Congestion heat map:
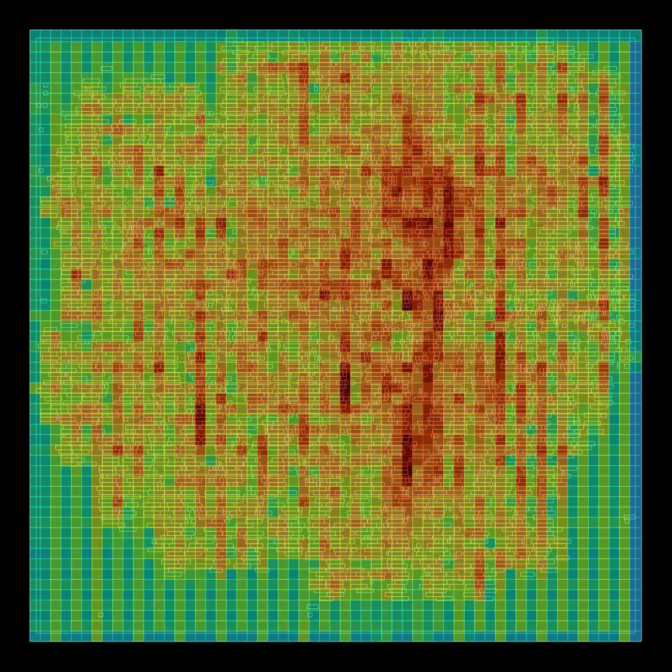
Metal layers overlaid:
Bar = 100 um. Two of the layers only.
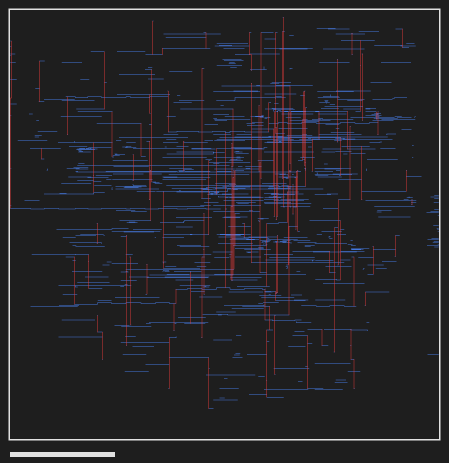
Where the registers sit:
Bar = 100 um. Other sequential cells in the stronger grey, the rest of the logic in the fainter grey.
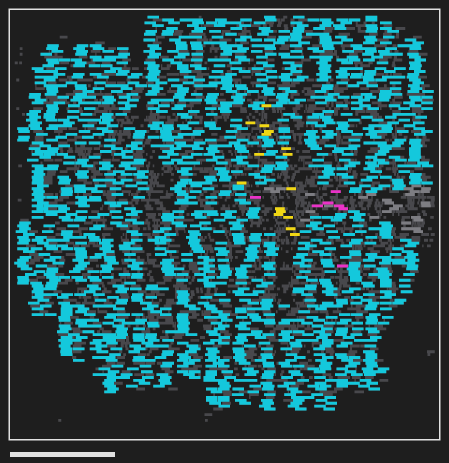
## config.mk

```make
export PLATFORM = sky130hd
export DESIGN_NAME = result_reader
export DESIGN_NICKNAME = d
export VERILOG_FILES = /design/src/rtl/result_reader.sv
export SDC_FILE = /design/constraint.sdc
export NUM_CORES = 2
export LEC_CHECK = 0
export ABC_CLOCK_PERIOD_IN_PS = 2850
export CAP_MARGIN = 25
export CORE_MARGIN = 4
export CORE_UTILIZATION = 40
export DETAILED_ROUTE_END_ITERATION = 8
export PLACE_DENSITY_LB_ADDON = 0.15
export SYNTH_ARGS = -nofsm -noshare
export SYNTH_HDL_FRONTEND = slang
export SYNTH_SLANG_ARGS = --single-unit
```

## constraint.sdc

```tcl
create_clock -name clk -period 2.85 [get_ports clk]
set_clock_uncertainty 0.05 [all_clocks]
set_input_delay 0.7125 -clock clk [delete_from_list [all_inputs] [get_ports clk]]
set_output_delay 0.7125 -clock clk [all_outputs]
set_load 0.01 [all_outputs]
```

## src/rtl/result_reader.sv

```systemverilog
// Result buffer: collects an N x N matrix of signed results written one per W_en cycle,
// then streams them out in row-major order over a valid/ready interface.
// Optional feature: define RESULT_READER_CHECKSUM_EN to add a 24-bit signed checksum
// output accumulating every element accepted downstream since the last start.
module result_reader #(
  parameter int unsigned N  = 10,
  parameter int unsigned DW = 16
) (
  input  logic                 clk,
  input  logic                 rst,
  input  logic                 start,
  input  logic                 W_en,
  input  logic signed [DW-1:0] R_ij,
  output logic                 out_valid,
  input  logic                 out_ready,
  output logic signed [DW-1:0] out_data,
  output logic [3:0]           out_row,
  output logic [3:0]           out_col,
  output logic                 out_last,
  output logic                 busy,
  output logic                 done,
  output logic                 overflow
`ifdef RESULT_READER_CHECKSUM_EN
  ,
  output logic signed [23:0]   checksum
`endif
);

  localparam int unsigned Depth = N * N;
  localparam int unsigned AW    = (Depth > 1) ? $clog2(Depth + 1) : 1;
  localparam logic [AW-1:0] LastIdx = AW'(Depth - 1);
  localparam logic [3:0]    LastCol = 4'(N - 1);

  typedef enum logic [1:0] {StIdle, StFill, StDrain} state_e;

  state_e              state_q, state_d;
  logic [AW-1:0]       wr_ptr_q, wr_ptr_d;
  logic [AW-1:0]       rd_ptr_q, rd_ptr_d;
  logic [3:0]          rd_row_q, rd_row_d;
  logic [3:0]          rd_col_q, rd_col_d;
  logic                out_valid_q, out_valid_d;
  logic signed [DW-1:0] out_data_q, out_data_d;
  logic [3:0]          out_row_q, out_row_d;
  logic [3:0]          out_col_q, out_col_d;
  logic                out_last_q, out_last_d;
  logic                done_q, done_d;
  logic                overflow_q, overflow_d;
  logic                mem_we;
  logic                handshake;

  logic signed [DW-1:0] mem [Depth];

`ifdef RESULT_READER_CHECKSUM_EN
  logic signed [23:0] cks_q, cks_d;
`endif

  assign mem_we    = (state_q == StFill) && W_en;
  assign handshake = out_valid_q && out_ready;

  // Result storage; writes only land during FILL so DRAIN-time strobes cannot corrupt it.
  always_ff @(posedge clk) begin
    if (mem_we) begin
      mem[wr_ptr_q] <= R_ij;
    end
  end

  // Next-state and output-register logic for the IDLE/FILL/DRAIN controller.
  always_comb begin
    state_d     = state_q;
    wr_ptr_d    = wr_ptr_q;
    rd_ptr_d    = rd_ptr_q;
    rd_row_d    = rd_row_q;
    rd_col_d    = rd_col_q;
    out_valid_d = out_valid_q;
    out_data_d  = out_data_q;
    out_row_d   = out_row_q;
    out_col_d   = out_col_q;
    out_last_d  = out_last_q;
    done_d      = 1'b0;
    overflow_d  = overflow_q;
`ifdef RESULT_READER_CHECKSUM_EN
    cks_d       = cks_q;
    if (handshake) begin
      cks_d = cks_q + 24'(out_data_q);
    end
`endif

    unique case (state_q)
      StIdle: begin
        if (start) begin
          state_d    = StFill;
          wr_ptr_d   = '0;
          rd_ptr_d   = '0;
          rd_row_d   = '0;
          rd_col_d   = '0;
          overflow_d = 1'b0;
`ifdef RESULT_READER_CHECKSUM_EN
          cks_d      = '0;
`endif
        end
      end

      StFill: begin
        if (W_en) begin
          wr_ptr_d = wr_ptr_q + 1'b1;
          if (wr_ptr_q == LastIdx) begin
            state_d = StDrain;
          end
        end
      end

      StDrain: begin
        if (W_en) begin
          overflow_d = 1'b1;
        end
        if (handshake && out_last_q) begin
          state_d     = StIdle;
          out_valid_d = 1'b0;
          out_last_d  = 1'b0;
          done_d      = 1'b1;
        end else if (!out_valid_q || out_ready) begin
          // Output register is empty or being drained this cycle: load the next element.
          out_valid_d = 1'b1;
          out_data_d  = mem[rd_ptr_q];
          out_row_d   = rd_row_q;
          out_col_d   = rd_col_q;
          out_last_d  = (rd_ptr_q == LastIdx);
          rd_ptr_d    = rd_ptr_q + 1'b1;
          if (rd_col_q == LastCol) begin
            rd_col_d = '0;
            rd_row_d = rd_row_q + 1'b1;
          end else begin
            rd_col_d = rd_col_q + 1'b1;
          end
        end
      end

      default: begin
        state_d = StIdle;
      end
    endcase
  end

  // State and output registers, cleared asynchronously.
  always_ff @(posedge clk or posedge rst) begin
    if (rst) begin
      state_q     <= StIdle;
      wr_ptr_q    <= '0;
      rd_ptr_q    <= '0;
      rd_row_q    <= '0;
      rd_col_q    <= '0;
      out_valid_q <= 1'b0;
      out_data_q  <= '0;
      out_row_q   <= '0;
      out_col_q   <= '0;
      out_last_q  <= 1'b0;
      done_q      <= 1'b0;
      overflow_q  <= 1'b0;
    end else begin
      state_q     <= state_d;
      wr_ptr_q    <= wr_ptr_d;
      rd_ptr_q    <= rd_ptr_d;
      rd_row_q    <= rd_row_d;
      rd_col_q    <= rd_col_d;
      out_valid_q <= out_valid_d;
      out_data_q  <= out_data_d;
      out_row_q   <= out_row_d;
      out_col_q   <= out_col_d;
      out_last_q  <= out_last_d;
      done_q      <= done_d;
      overflow_q  <= overflow_d;
    end
  end

`ifdef RESULT_READER_CHECKSUM_EN
  // Running sum of accepted elements.
  always_ff @(posedge clk or posedge rst) begin
    if (rst) begin
      cks_q <= '0;
    end else begin
      cks_q <= cks_d;
    end
  end

  assign checksum = cks_q;
`endif

  assign out_valid = out_valid_q;
  assign out_data  = out_data_q;
  assign out_row   = out_row_q;
  assign out_col   = out_col_q;
  assign out_last  = out_last_q;
  assign busy      = (state_q != StIdle);
  assign done      = done_q;
  assign overflow  = overflow_q;

endmodule

```

==> qor.json <==
{
  "run_status": {
    "run_status": "finished, violations left",
    "failed_checks": "negative setup slack"
  },
  "yosys": {
    "synth_stat.cells": 3177,
    "synth_area_per_cell_sq_um": 20.14,
    "count_of_flip_flops_with_a_built_in_enable_after_synthesis": 1600,
    "synth_cell_type_count": 57,
    "synthDominantCellAreaShare": 0.7509,
    "most_numerous_cell_types_in_the_synthesized_netlist": "1600 x sky130_fd_sc_hd__edfxtp_1, 296 x sky130_fd_sc_hd__mux4_2, 243 x sky130_fd_sc_hd__mux2i_1",
    "synth_area_sq_um": 63990,
    "muxShareOfSynthArea": 0.1432,
    "synth.area.top_cells": "sky130_fd_sc_hd__edfxtp_1 75%, sky130_fd_sc_hd__mux4_2 10%, sky130_fd_sc_hd__mux2i_1 3.8%",
    "yosys.area_share.adder": 0.0009777,
    "yosys_stat_chip_area_sq_um": 63990
  },
  "timing": {
    "hold_violations": 0,
    "min_period_ns": 2.940,
    "slew_headroom": 0.2922,
    "report.final.setup_viol": 1,
    "final.setup.worst_slack_ns": -0.08989
  },
  "cts": {
    "clock_sink_count": 1652
  },
  "finish": {
    "layout.filler_cells": 12897,
    "areaGrowthSynthToFinish_pct": 21.24,
    "finalInstanceArea_sq_um": 77580
  },
  "grt": {
    "grt_pass1_vias": 34561,
    "grt_antenna_before_repair": 7,
    "globalRouteOverflowTotal": 0
  },
  "power": {
    "internal_power_of_the_cells_mw": 41.91,
    "sequentialPower_mw": 27.3,
    "power_frac_seq": 0.496
  },
  "floorplan": {
    "io_pins": 50,
    "fp-row-count": 146
  },
  "routing": {
    "post-route-drc-count": 0,
    "drt_first_pass_iters": 8
  }
}
Notes on 'congestion heat map' above:
utilization after layout: 0.4887
met1 Use GR: 0.3223
GRT busiest layer: met2

Notes on 'metal layers overlaid' above:
layer	colour	wire length
met3	blue	13000 um
met4	red	5930 um

Notes on 'where the registers sit' above:
signal	colour	placed flops
mem	cyan	1600
rd_ptr_q	magenta	7
out_data	yellow	16
not coloured	29

-- through the flow --
step / hold slack [ns] / total power [mW] / setup TNS (ns)
2_1_floorplan: 0.3977 / 30.32 / 0
3_3_place_gp: 0.4078 / 33.17 / -237.97
3_5_place_dp: 0.4144 / 33.25 / -189.08
4_1_cts: 0.2022 / 55.35 / -0.05545
5_1_grt: 0.2148 / 56.76 / -0.04425
6_report: 0.2624 / 54.99 / -0.08989
-- per-layer routing --
layer | vias to the layer above | wire length [um] | track usage
li1 | 14104 | - | -
met1 | 18149 | 80100 | 0.3223
met2 | 1396 | 88730 | 0.3544
met3 | 265 | 13000 | 0.03731
met4 | 0 | 5932 | 0.06887
met5 | - | 0 | 0
-- worst max-delay path by stage --
stage                startpoint      endpoint  slack (ns)  depth (start not counted)
floorplan                  W_en    mem[30][0]        0.07                          6
global placement    rd_ptr_q[3]   out_data[2]       -0.91                          7
detailed placement  rd_ptr_q[3]  out_data[15]       -0.76                          7
CTS                 rd_ptr_q[0]  out_data[15]       -0.06                          8
global route        rd_ptr_q[0]   out_data[2]       -0.03                         10
finish              rd_ptr_q[0]  out_data[12]       -0.09                          8
-- worst max-delay path, stage by stage, from the launching register on --
cell,delay [ns]
sky130_fd_sc_hd__dfrtp_4,0.55
sky130_fd_sc_hd__buf_16,0.21
sky130_fd_sc_hd__buf_12,0.18
sky130_fd_sc_hd__buf_12,0.15
sky130_fd_sc_hd__mux4_2,0.38
sky130_fd_sc_hd__nand2_1,0.06
sky130_fd_sc_hd__a31oi_1,0.84
sky130_fd_sc_hd__a22oi_1,0.22
sky130_fd_sc_hd__nand4_1,0.16
Power is estimated from default activity; no workload was simulated.
